Fig. 1: run 1, supply network
Bar = 50 µm. Pins as bars on the die edge. Tap cells in grey.
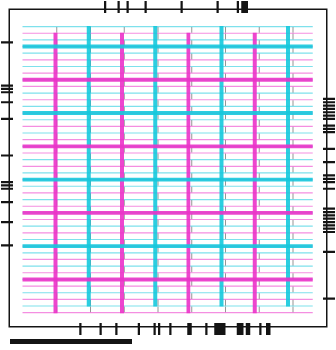
Fig. 2: run 1, cells coloured by class
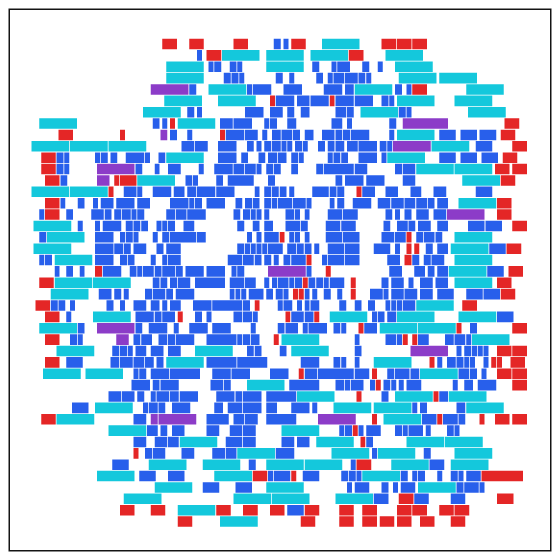
Fig. 3: run 1, clock distribution
Bar = 50 µm.
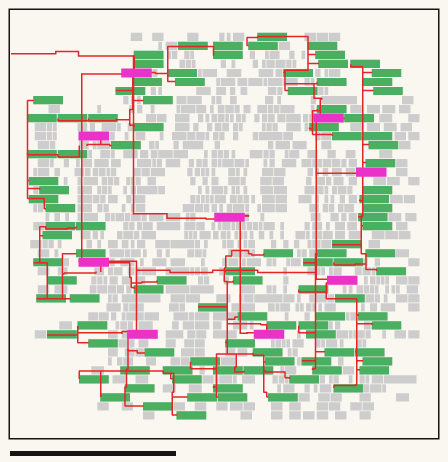
### src/rtl/booth_mul_seq_if.sv
// Handshake bundle for booth_mul_seq.
//   master : operand producer / result consumer side (drives in_valid, a_in, b_in,
//            flush, out_ready; observes in_ready, out_valid, product, busy)
//   slave  : the multiplier controller
interface booth_mul_seq_if #(
  parameter int WIDTH = 16
);
  logic               in_valid;
  logic               in_ready;
  logic [WIDTH-1:0]   a_in;
  logic [WIDTH-1:0]   b_in;
  logic               flush;
  logic               out_valid;
  logic               out_ready;
  logic [2*WIDTH-1:0] product;
  logic               busy;

  modport master (
    output in_valid, a_in, b_in, flush, out_ready,
    input  in_ready, out_valid, product, busy
  );

  modport slave (
    input  in_valid, a_in, b_in, flush, out_ready,
    output in_ready, out_valid, product, busy
  );
endinterface

### src/rtl/booth_mul_seq.sv
// Sequential 16x16 signed radix-4 Booth multiplier.
//   booth_decoder : one radix-4 window -> partial product (xout) plus carry-in (cout)
//                   that completes the two's-complement negation of -x / -2x.
//   booth_mul_seq : steps the decoder over the 8 windows of the multiplier, one per
//                   clock, accumulating shifted partial products.
// Ports (booth_mul_seq):
//   clk    rising-edge clock
//   rst_n  asynchronous active-low reset
//   bus    booth_mul_seq_if.slave: in_valid/in_ready/a_in/b_in operand handshake,
//          flush abort, out_valid/out_ready/product result handshake, busy status

module booth_decoder #(
  parameter int WIDTH = 16
) (
  input  logic [WIDTH-1:0] xin,
  input  logic [2:0]       yin,
  output logic [WIDTH:0]   xout,
  output logic             cout
);
  logic [WIDTH:0] x1;
  logic [WIDTH:0] x2;

  assign x1 = {xin[WIDTH-1], xin};
  assign x2 = {xin, 1'b0};

  // Negative multiples are emitted as one's complement; cout supplies the +1.
  always_comb begin
    xout = '0;
    cout = 1'b0;
    unique case (yin)
      3'b001, 3'b010: xout = x1;
      3'b011:         xout = x2;
      3'b100: begin
        xout = ~x2;
        cout = 1'b1;
      end
      3'b101, 3'b110: begin
        xout = ~x1;
        cout = 1'b1;
      end
      default: begin
        xout = '0;
        cout = 1'b0;
      end
    endcase
  end
endmodule

module booth_mul_seq #(
  parameter int WIDTH = 16,
  parameter int STEPS = WIDTH / 2
) (
  input logic            clk,
  input logic            rst_n,
  booth_mul_seq_if.slave bus
);
  localparam int PW = 2 * WIDTH;
  localparam int SW = $clog2(STEPS);

  typedef enum logic [1:0] {
    IDLE = 2'd0,
    CALC = 2'd1,
    DONE = 2'd2
  } state_t;

  state_t          state;
  logic [WIDTH-1:0] x_reg;
  logic [WIDTH:0]   y_reg;
  logic [PW-1:0]    acc;
  logic [SW-1:0]    step;
  logic [PW-1:0]    product_r;
  logic             in_ready_r;
  logic             out_valid_r;
  logic             busy_r;

  logic [WIDTH:0]   xout;
  logic             cout;
  logic [PW-1:0]    pp;
  logic [PW-1:0]    acc_next;
  logic [SW:0]      shamt;

  // y_reg shifts right two bits per step, so the current window is always y_reg[2:0].
  booth_decoder #(.WIDTH(WIDTH)) u_dec (
    .xin  (x_reg),
    .yin  (y_reg[2:0]),
    .xout (xout),
    .cout (cout)
  );

  assign shamt    = {step, 1'b0};
  assign pp       = {{(PW-WIDTH-1){xout[WIDTH]}}, xout};
  assign acc_next = acc + (pp << shamt) + (PW'(cout) << shamt);

  always_ff @(posedge clk or negedge rst_n) begin
    if (!rst_n) begin
      state       <= IDLE;
      x_reg       <= '0;
      y_reg       <= '0;
      acc         <= '0;
      step        <= '0;
      product_r   <= '0;
      in_ready_r  <= 1'b0;
      out_valid_r <= 1'b0;
      busy_r      <= 1'b0;
    end else if (bus.flush) begin
      // product_r is deliberately left alone so the last result stays visible.
      state       <= IDLE;
      in_ready_r  <= 1'b1;
      out_valid_r <= 1'b0;
      busy_r      <= 1'b0;
    end else begin
      unique case (state)
        IDLE: begin
          if (bus.in_valid && in_ready_r) begin
            state      <= CALC;
            x_reg      <= bus.a_in;
            y_reg      <= {bus.b_in, 1'b0};
            acc        <= '0;
            step       <= '0;
            in_ready_r <= 1'b0;
            busy_r     <= 1'b1;
          end else begin
            in_ready_r <= 1'b1;
          end
        end
        CALC: begin
          acc   <= acc_next;
          step  <= step + 1'b1;
          y_reg <= {2'b00, y_reg[WIDTH:2]};
          if (step == SW'(STEPS - 1)) begin
            state       <= DONE;
            product_r   <= acc_next;
            out_valid_r <= 1'b1;
            busy_r      <= 1'b0;
          end
        end
        DONE: begin
          if (bus.out_ready) begin
            state       <= IDLE;
            out_valid_r <= 1'b0;
            in_ready_r  <= 1'b1;
          end
        end
        default: begin
          state       <= IDLE;
          in_ready_r  <= 1'b1;
          out_valid_r <= 1'b0;
          busy_r      <= 1'b0;
        end
      endcase
    end
  end

  assign bus.in_ready  = in_ready_r;
  assign bus.out_valid = out_valid_r;
  assign bus.busy      = busy_r;
  assign bus.product   = product_r;
endmodule

### src/flat_wrapper.sv
// flat-port wrapper written by rule: the top's interface ports become plain ports
module booth_mul_seq_flat 
#(
  parameter int WIDTH = 16,
  parameter int STEPS = WIDTH / 2
)
  (clk, rst_n, bus_in_valid, bus_a_in, bus_b_in, bus_flush, bus_out_ready, bus_in_ready, bus_out_valid, bus_product, bus_busy);
  booth_mul_seq_if #(.WIDTH(WIDTH)) bus_i ();
  input logic clk;
  input logic rst_n;
  input wire logic [$bits(bus_i.in_valid)-1:0] bus_in_valid;
  input wire logic [$bits(bus_i.a_in)-1:0] bus_a_in;
  input wire logic [$bits(bus_i.b_in)-1:0] bus_b_in;
  input wire logic [$bits(bus_i.flush)-1:0] bus_flush;
  input wire logic [$bits(bus_i.out_ready)-1:0] bus_out_ready;
  output wire logic [$bits(bus_i.in_ready)-1:0] bus_in_ready;
  output wire logic [$bits(bus_i.out_valid)-1:0] bus_out_valid;
  output wire logic [$bits(bus_i.product)-1:0] bus_product;
  output wire logic [$bits(bus_i.busy)-1:0] bus_busy;
  assign bus_i.in_valid = bus_in_valid;
  assign bus_i.a_in = bus_a_in;
  assign bus_i.b_in = bus_b_in;
  assign bus_i.flush = bus_flush;
  assign bus_i.out_ready = bus_out_ready;
  assign bus_in_ready = bus_i.in_ready;
  assign bus_out_valid = bus_i.out_valid;
  assign bus_product = bus_i.product;
  assign bus_busy = bus_i.busy;
  booth_mul_seq #(.WIDTH(WIDTH), .STEPS(STEPS)) u_core (.clk(clk), .rst_n(rst_n), .bus(bus_i));
endmodule
### config.mk
export PLATFORM = sky130hd
export DESIGN_NAME = booth_mul_seq_flat
export DESIGN_NICKNAME = d
export VERILOG_FILES = /design/src/rtl/booth_mul_seq_if.sv /design/src/rtl/booth_mul_seq.sv /design/src/flat_wrapper.sv
export SDC_FILE = /design/constraint.sdc
export NUM_CORES = 1
export LEC_CHECK = 0
export ABC_CLOCK_PERIOD_IN_PS = 9300
export CORE_MARGIN = 5
export CORE_UTILIZATION = 50
export DETAILED_ROUTE_END_ITERATION = 7
export GPL_ROUTABILITY_DRIVEN = 0
export GPL_TIMING_DRIVEN = 0
export PLACE_DENSITY = 0.72
export SLEW_MARGIN = 20
export SYNTH_ARGS = -nofsm -noshare
export SYNTH_HDL_FRONTEND = slang
export SYNTH_SLANG_ARGS = --single-unit
### constraint.sdc
create_clock -name clk -period 9.3 [get_ports clk]
set_input_delay 1.395 -clock clk [delete_from_list [all_inputs] [get_ports clk]]
set_output_delay 1.395 -clock clk [all_outputs]
set_load 0.1 [all_outputs]
==> flow_summary_export.csv, run 1 <==
group,metric,value,unit
power,power.density,312,nW/µm²
die,num_rows,43,
cts,cts_resized,0,
cells_and_area,final_common_cell,"dfrtp_1",
global_route,gr-total-overflow,0,
timing,slew_violations,0,
power,leakage,3.79,nW
logic_synthesis,top_cells_by_area,"dfrtp_1 37%, ha_1 9.7%, o21ai_0 6.8%",
cts,postCtsSetupRepairBufs,0,
cts,cts_sinks,105,
route,wire_per_inst,17.2,µm
cts,cts_buffers,9,
logic_synthesis,ys_seq_share,37.0,%
critical_path,slowest_delay,0.52,ns
logic_synthesis,synth.distinct_cells,57,
critical_path,crit_chain,"nand2_1 -> nor2_1 -> clkbuf_1 -> a221oi_1 -> nor2_1 -> a21oi_1 -> nor3_1 -> fa_1 -> fa_1 -> a21o_1 -> a221oi_2 -> a22oi_2 -> a31o_4 -> a31o_4 -> a211oi_4 -> xor3_1 -> o21ai_1",
critical_path,end_kind,"flip-flop",
cts,tritoncts,"built",
route,vias,6130,
logic_synthesis,yosysWarnings,0,
logic_synthesis,synth.avg_cell_area,9.28,µm²
logic_synthesis,mux_share,9.30,%
logic_synthesis,netlist.area_leader.share,37.0,%
timing,setup_viol,0,
logic_synthesis,ys_sh_aoi,19.7,%
power,fin_total_pwr,0.00260,W
outcome,status,"finished, final reports clean",
timing,max_freq,0.183,GHz
logic_synthesis,synth_flop_count,105,
logic_synthesis,synthCells,765,
critical_path,worst_ep_required_time,9.58,ns
global_route,grt_pass1_vias,6095,
cells_and_area,nFillCells,1232,
die,dieArea,16700,µm²
job,maxCapViolCount,0,
timing,post-route-min-period,5.45,ns
logic_synthesis,yosys_area,7100,µm²
cells_and_area,n_antenna_cell,0,
critical_path,path_class,"reg -> reg",
logic_synthesis,logic_family,"AND-OR/OR-AND gates",
global_route,track_usage,21.6,%
cells_and_area,final_nets,948,
cells_and_area,area_delta_synth_final,17.4,%
logic_synthesis,syn_nets,866,
critical_path,cp_max_fo,10,
cells_and_area,drive_above_1_share,7.65,%
job,warning_count,26,
route,drc,0,
logic_synthesis,synth_async_sr_flop_share,100,%
logic_synthesis,synth_xor_xnor_area_share,5.76,%
global_route,grt_pass1_wl,29200,µm
logic_synthesis,synthSimpleGateAreaFrac,13.2,%
cts,clk_pin_slew,0.07,ns
cells_and_area,lay_top_cells,"105 x dfrtp_1, 96 x o21ai_0, 93 x nand2_1",
global_route,antenna_found_initial,0,
critical_path,crit_path_start_kind,"flip-flop",
cells_and_area,ff_latch_area,2630,µm²
min_path,hold_class,"reg -> reg",
die,ios,72,
timing,tns,0,ns
timing,worst_pin_slew,0.980,ns
logic_synthesis,ys_cells,765,
die,fp_util,51.2,%
timing,finalHoldViolCount,0,
cts,cts_buffer_depth,2,
die,coreArea,13900,µm²
-- Fig. 1 (at the start) --
Key: VSS = magenta; VDD = cyan
8 straps on met5. 8 straps on met4. The core has 43 rows. 180 tap cells. 44 met1 rails follow the rows.
chip height: 129 µm
worst vdd ir: 0.156 mV
Chip Width: 129 µm

-- Fig. 2 (at the start) --
Key: sequential cells = cyan [cells 105]; remaining buffers and delay cells = red [cells 117]; combinational and other logic = blue [cells 614]; clock drivers and dummy loads = purple [cells 14]

-- Fig. 3 (at the start) --
Key: clock wires = red [length 1290 µm]; clock drivers = magenta [count 9]; flip-flops = green [count 105]
There are 10 routed clock nets. Position of the flops: widely spread.
clock share of power: 14.3%
Final Skew: 0.0119 ns
Clk. pwr: 0.000372 W

==> run 1: where the power goes <==
| group | switching (W) | total [W] | internal, W |
|---|---|---|---|
| clock network | 0.000166 | 0.000372 | 0.000206 |
| registers | 0.0000922 | 0.000656 | 0.000564 |
| logic | 0.000956 | 0.00157 | 0.000618 |
==> run 1: cells in the mapped netlist (7+ instances only) <==
master / count
nand2_1: 93
mux2i_1: 30
a22o_1: 14
nor3_1: 11
o21ai_0: 96
clkbuf_1: 36
nor2_1: 57
nand3_1: 13
a22oi_1: 12
a21o_1: 12
buf_1: 7
nand2b_1: 8
mux2_2: 32
xnor2_1: 19
a21oi_1: 53
xor2_1: 25
fa_1: 9
dfrtp_1: 105
ha_1: 55
==> run 1: final timing paths <==
path                                        start                endpoint  slack (ns)  depth (start not counted)
max                               u_core.y_reg[1]  u_core.bus.product[31]        3.85                         17
min                        u_core.bus.product[26]  u_core.bus.product[26]        0.48                          2
max reg2reg                       u_core.y_reg[1]  u_core.bus.product[31]        3.85                         17
min reg2reg                u_core.bus.product[26]  u_core.bus.product[26]        0.48                          2
max in group asynchronous                   rst_n          u_core.acc[19]        7.69                          2
min in group asynchronous                   rst_n         u_core.y_reg[8]        0.97                          1
==> run 1: metal layers <==
| metal | vias up | track usage [%] | wire length [µm] |
|---|---|---|---|
| li1 | 2914 | - | - |
| met1 | 2987 | 28.3 | 8020 |
| met2 | 195 | 36.2 | 8400 |
| met3 | 34 | 3.34 | 905 |
| met4 | 0 | 8.59 | 435 |
| met5 | - | 0 | 0 |
==> run 1: worst max-delay path: cells and delay by family (launching register included) <==
family                   cells  cell delay (ns)
AND/OR/NAND/NOR              4             0.93
AND-OR/OR-AND                9             2.17
XOR/XNOR                     1             0.42
flip-flops                   1             0.47
adder cells (fa/ha/maj)      2             0.99
buffers and inverters        1             0.39
==> run 1: cell type report <==
type                    count  share of cell area (%)
multi-input cells         609                    51.2
flip-flops and latches    105                    31.5
repair buffers             71                    8.75
clock buffers               9                    2.70
well taps                 180                    2.70
plain buffers              46                    2.19
clock inverters             5                   0.690
inverters                   5                   0.225
==> run 1: kinds of logic after synthesis <==
kind of cell / Yosys count
fa+ha+maj: 64
buf+inv: 51
simple gates: 211
xor+xnor: 45
mux: 62
flops: 105
compound gates: 227
==> run 1: per-stage QoR <==
stage	hold slack [ns]	std cells	util (%)	cell area (µm²)	worst slack, ns
after floorplan	0.450	765	-	7100	4.69
after global placement	0.461	1015	57.8	8030	2.95
after detailed placement	0.470	1016	58.0	8060	3.95
after CTS	0.484	1030	60.1	8340	3.92
after global routing	0.504	1030	60.1	8340	3.50
final	0.479	1030	60.1	8340	3.85
## Run 2: what changed since run 1
ABC_CLOCK_PERIOD_IN_PS = 5600   (was 9300)
clock period = 5.6 ns   (was 9.3 ns; I/O delays follow)
==> flow_summary_export.csv, run 2 <==
group,metric,value,unit
cts,cts_sinks,105,
die,die_h,129,µm
route,wire_per_inst,17.2,µm
logic_synthesis,ys_cells,765,
logic_synthesis,synth.avg_cell_area,9.28,µm²
logic_synthesis,synth.distinct_cells,57,
job,warning_count,26,
cts,cts_buffers,9,
logic_synthesis,synthCells,765,
power,fin_total_pwr,0.00433,W
critical_path,setup.worst_path.start,"u_core.y_reg[2]",
cells_and_area,nFillCells,1234,
timing,post-route-min-period,5.38,ns
die,dieArea,16700,µm²
timing,skew,0.0113,ns
job,maxCapViolCount,0,
logic_synthesis,yosys_area,7100,µm²
power,leakage,3.79,nW
critical_path,crit_chain,"clkbuf_1 -> buf_1 -> o21ai_0 -> a21oi_1 -> a21oi_1 -> nor3_1 -> fa_1 -> fa_1 -> a21o_1 -> a221oi_2 -> a22oi_2 -> a31o_4 -> a31o_4 -> a211oi_4 -> xor3_1 -> o21ai_1",
critical_path,reg2reg_from,"u_core.y_reg[2]",
critical_path,reg2reg_slack,0.22,ns
global_route,gr-total-overflow,0,
timing,worst_pin_slew,0.984,ns
critical_path,crit_path_start_kind,"flip-flop",
critical_path,slowest_delay,0.52,ns
critical_path,timing.rr.end,"u_core.bus.product[31]",
logic_synthesis,yosysWarnings,0,
cts,cts_buffer_depth,2,
power,vdd_drop_max,0.260,mV
cells_and_area,drive_above_1_share,8.12,%
global_route,grt_pass1_vias,6095,
global_route,antenna_found_initial,0,
logic_synthesis,netlist.area_leader.share,37.0,%
cells_and_area,final_nets,948,
timing,rsz0062_at_grt,"no",
timing,setup_viol,0,
cells_and_area,final_common_cell,"dfrtp_1",
die,fp_util,51.2,%
logic_synthesis,syn_nets,866,
die,dieWidth,129,µm
route,vias,6085,
global_route,track_usage,21.6,%
cells_and_area,lay_top_cells,"105 x dfrtp_1, 96 x o21ai_0, 93 x nand2_1",
critical_path,path_class,"reg -> reg",
die,num_rows,43,
logic_synthesis,top_cells_by_area,"dfrtp_1 37%, ha_1 9.7%, o21ai_0 6.8%",
die,ios,72,
logic_synthesis,synthTopCellsByCount,"105 x dfrtp_1, 96 x o21ai_0, 93 x nand2_1",
timing,max_freq,0.186,GHz
logic_synthesis,synth_flop_count,105,
critical_path,worstSetupEndpoint,"u_core.bus.product[31]",
logic_synthesis,largest_area_cell,"dfrtp_1",
logic_synthesis,synth_async_sr_flop_share,100,%
min_path,hold_class,"in -> async",
timing,finalHoldViolCount,0,
global_route,grt_pass1_wl,29200,µm
cts,clk_pin_slew,0.07,ns
cts,tritoncts,"built",
cts,postCtsSetupRepairBufs,0,
route,drc,0,
critical_path,reg2reg_depth,16,
timing,slew_violations,0,
logic_synthesis,synth_top_cell_by_count,"dfrtp_1",
outcome,status,"finished, final reports clean",
cells_and_area,n_antenna_cell,0,
power,power.density,518,nW/µm²
==> run 2: cell counts in the layout (fill, tap and decap cells not counted) <==
Identical to the previous run, type by type.
==> run 2: layout make-up <==
cell class	instances	area, µm²	share of cell area, %
clock buffer	9	225	2.70
sequential	105	2630	31.5
clock inverter	5	57.6	0.689
timing repair buffer	71	729	8.74
inverter	5	18.8	0.225
multi-input combinational	609	4280	51.3
tap	180	225	2.70
buffer	46	185	2.22
==> run 2: stage by stage <==
stage | setup slack (ns) | std cells | instance area, µm² | hold slack, ns
after floorplan | 0.987 | 765 | 7100 | 0.450
after global placement | -0.191 | 1015 | 8030 | 0.461
after detailed placement | 0.249 | 1016 | 8060 | 0.470
after CTS | 0.222 | 1030 | 8340 | 0.424
after global routing | 0.0201 | 1030 | 8350 | 0.463
final | 0.223 | 1030 | 8350 | 0.412
==> run 2: cell families (layout without fill, tap and decap cells) <==
group | count (synthesis) | count (layout) | synth area share, %
flops | 105 | 105 | 37.0
compound gates | 227 | 227 | 19.7
simple gates | 211 | 211 | 13.2
xor+xnor | 45 | 45 | 5.76
mux | 62 | 62 | 9.30
buf+inv | 51 | 136 | 2.84
fa+ha+maj | 64 | 64 | 12.2
==> run 2: worst min path at each step <==
stage / start / to / slack [ns]
5_1_grt: rst_n / u_core.y_reg[6] / 0.46
4_1_cts: rst_n / u_core.y_reg[8] / 0.42
6_report: rst_n / u_core.y_reg[8] / 0.41
3_3_place_gp: u_core.y_reg[10] / u_core.y_reg[10] / 0.46
2_1_floorplan: u_core.y_reg[10] / u_core.y_reg[10] / 0.45
3_5_place_dp: u_core.bus.product[26] / u_core.bus.product[26] / 0.47
==> run 2: worst max-delay path, delay by kind of cell (launching register included) <==
kind | cells | cell delay (ns)
adder cells (fa/ha/maj) | 2 | 0.99
AND/OR/NAND/NOR | 1 | 0.26
AND-OR/OR-AND | 10 | 2.51
flip-flops | 1 | 0.33
buffers and inverters | 2 | 0.78
XOR/XNOR | 1 | 0.42
==> run 2: where the power goes <==
group          leakage [nW]  switching (W)  internal [W]
Sequential             1.38       0.000153      0.000937
Combinational          2.27        0.00159       0.00103
Clock                 0.142       0.000277      0.000342
==> run 2: per-layer routing <==
layer | GRT usage [%] | part of all wire (%) | vias to the layer above
li1 | - | - | 2914
met1 | 28.3 | 46 | 2972
met2 | 36.2 | 47 | 168
met3 | 3.34 | 4.7 | 31
met4 | 8.59 | 2.3 | 0
met5 | 0 | 0 | -
==> run 2: what timing repair did <==
item / in CTS / in global routing
setup endpoints to repair: 0 / 9
resized: 0 / 6
hold buffers: 0 / 0
Fig. 4: run 2, cells coloured by class
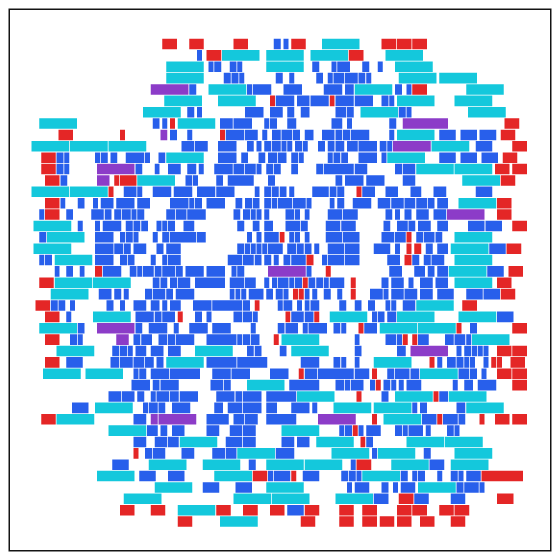
Core Util, Final: 60.1%
post-route design area: 8350 µm²
core region area: 13900 µm²

## Run 3: what changed since run 2
ABC_CLOCK_PERIOD_IN_PS = unset   (was 5600)
==> flow_summary_export.csv, run 3 <==
group,metric,value,unit
power,internal_power,0.00231,W
logic_synthesis,synth_async_sr_flop_share,100,%
global_route,antenna_found_initial,0,
cts,hold_buffers,0,
logic_synthesis,synthCells,765,
power,vdd_drop_max,0.260,mV
cts,cts_buffer_depth,2,
job,warning_count,26,
critical_path,crit_chain,"clkbuf_1 -> buf_1 -> o21ai_0 -> a21oi_1 -> a21oi_1 -> nor3_1 -> fa_1 -> fa_1 -> a21o_1 -> a221oi_2 -> a22oi_2 -> a31o_4 -> a31o_4 -> a211oi_4 -> xor3_1 -> o21ai_1",
die,dieArea,16700,µm²
logic_synthesis,ys_seq_share,37.0,%
cells_and_area,area_delta_synth_final,17.6,%
logic_synthesis,largest_area_cell,"dfrtp_1",
critical_path,end_kind,"flip-flop",
cells_and_area,n_antenna_cell,0,
cts,tritoncts,"built",
global_route,track_usage,21.6,%
logic_synthesis,synth_flop_count,105,
logic_synthesis,syn_nets,866,
timing,rsz0062_at_grt,"no",
route,wire_per_inst,17.2,µm
critical_path,slowest_delay,0.52,ns
power,pwr-share-clk,14.3,%
logic_synthesis,yosysWarnings,0,
outcome,status,"finished, final reports clean",
timing,max_freq,0.186,GHz
power,swShare,46.7,%
timing,finalHoldViolCount,0,
route,vias,6085,
cts,postCtsSetupRepairBufs,0,
logic_synthesis,synthTopCellsByCount,"105 x dfrtp_1, 96 x o21ai_0, 93 x nand2_1",
critical_path,worstSetupEndpoint,"u_core.bus.product[31]",
die,dieWidth,129,µm
critical_path,setup.worst_path.start,"u_core.y_reg[2]",
die,coreArea,13900,µm²
die,num_rows,43,
critical_path,worst_ep_required_time,5.89,ns
power,p_comb_share,60.5,%
cts,clk_pin_slew,0.07,ns
die,fp_util,51.2,%
logic_synthesis,synth.avg_cell_area,9.28,µm²
job,maxCapViolCount,0,
critical_path,reg2reg_from,"u_core.y_reg[2]",
logic_synthesis,top_cells_by_area,"dfrtp_1 37%, ha_1 9.7%, o21ai_0 6.8%",
cells_and_area,final_nets,948,
critical_path,path_buffers,2,
critical_path,crit_path_start_kind,"flip-flop",
logic_synthesis,netlist.area_leader.share,37.0,%
die,die_h,129,µm
cells_and_area,drive_above_1_share,8.12,%
logic_synthesis,ys_cells,765,
critical_path,reg2reg_depth,16,
power,p_sw,0.00202,W
cells_and_area,lay_top_cells,"105 x dfrtp_1, 96 x o21ai_0, 93 x nand2_1",
power,fin_total_pwr,0.00433,W
min_path,hold_class,"in -> async",
cts,cts_sinks,105,
timing,setup_viol,0,
power,power.density,518,nW/µm²
global_route,gr-total-overflow,0,
cts,cts_resized,0,
timing,post-route-min-period,5.38,ns
timing,skew,0.0113,ns
critical_path,reg2reg_slack,0.22,ns
critical_path,cp_max_fo,10,
## run 3: cell counts after synthesis
No cell type changed its count.
## run 3: layout make-up
type	instances	area, µm²
fillers	1234	5530
flip-flops and latches	105	2630
plain buffers	46	185
multi-input cells	609	4280
inverters	5	18.8
repair buffers	71	729
well taps	180	225
clock buffers	9	225
clock inverters	5	57.6
## run 3: logic make-up after synthesis
kind of cell / count (synthesis) / synth area share [%]
flip-flops: 105 / 37.0
AND-OR/OR-AND: 227 / 19.7
multiplexers: 62 / 9.30
XOR/XNOR: 45 / 5.76
AND/OR/NAND/NOR: 211 / 13.2
adder cells (fa/ha/maj): 64 / 12.2
buffers and inverters: 51 / 2.84
## run 3: power by group through the flow
stage	Combinational, W	Sequential [W]	Clock, W
finish	0.00262	0.00109	0.000619
global route	0.00289	0.00112	0.000661
CTS	0.00259	0.00109	0.000635
detailed placement	0.00257	0.00110	0
global placement	0.00248	0.00109	0
floorplan	0.00193	0.00110	0
## run 3: worst reg2reg max path, stage by stage, from the launching register on
cell and delay [ns]:
dfrtp_1 0.33, clkbuf_1 0.31, buf_1 0.47, o21ai_0 0.17, a21oi_1 0.31, a21oi_1 0.20, nor3_1 0.26, fa_1 0.52
fa_1 0.47, a21o_1 0.22, a221oi_2 0.37, a22oi_2 0.20, a31o_4 0.30, a31o_4 0.27, a211oi_4 0.33, xor3_1 0.42
o21ai_1 0.14
## run 3: metrics by stage
| stage | TNS (ns) | instances | setup WS (ns) | util, % | instance area, µm² |
|---|---|---|---|---|---|
| after floorplan | 0 | 765 | 0.987 | - | 7100 |
| after global placement | -19.23 | 1015 | -0.191 | 57.8 | 8030 |
| after detailed placement | 0 | 1016 | 0.249 | 58.0 | 8060 |
| after CTS | 0 | 1030 | 0.222 | 60.1 | 8340 |
| after global routing | 0 | 1030 | 0.0201 | 60.1 | 8350 |
| final | 0 | 1030 | 0.223 | 60.1 | 8350 |
## run 3: worst min-delay path by stage
stage / from / end / slack, ns / depth (start not counted)
floorplan: u_core.y_reg[10] / u_core.y_reg[10] / 0.45 / 2
global placement: u_core.y_reg[10] / u_core.y_reg[10] / 0.46 / 2
detailed placement: u_core.bus.product[26] / u_core.bus.product[26] / 0.47 / 2
CTS: rst_n / u_core.y_reg[8] / 0.42 / 1
global route: rst_n / u_core.y_reg[6] / 0.46 / 1
finish: rst_n / u_core.y_reg[8] / 0.41 / 1
## run 3: routing by layer
| metal | vias up | global-route usage [%] | share of wire, % |
|---|---|---|---|
| li1 | 2914 | - | - |
| met4 | 0 | 8.59 | 2.3 |
| met1 | 2972 | 28.3 | 46 |
| met3 | 31 | 3.34 | 4.7 |
| met2 | 168 | 36.2 | 47 |
| met5 | - | 0 | 0 |
Fig. 5: run 3, clock distribution
Bar = 50 µm.
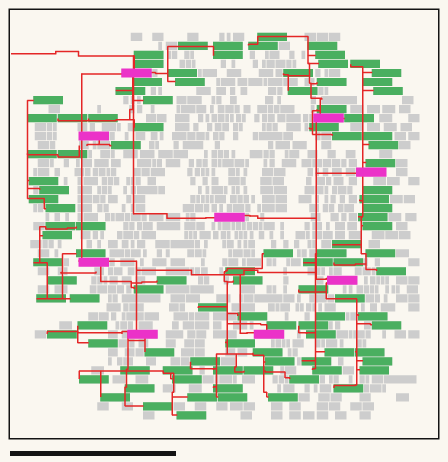
Key: flip-flops = green [count 105]; clock wires = red [length 1280 µm]; clock drivers = magenta [count 9]
There are 10 routed clock nets.
Clk. pwr: 0.000619 W
Worst-Skew Late Latency: 0.36 ns

Power is estimated from default activity; no workload was simulated.
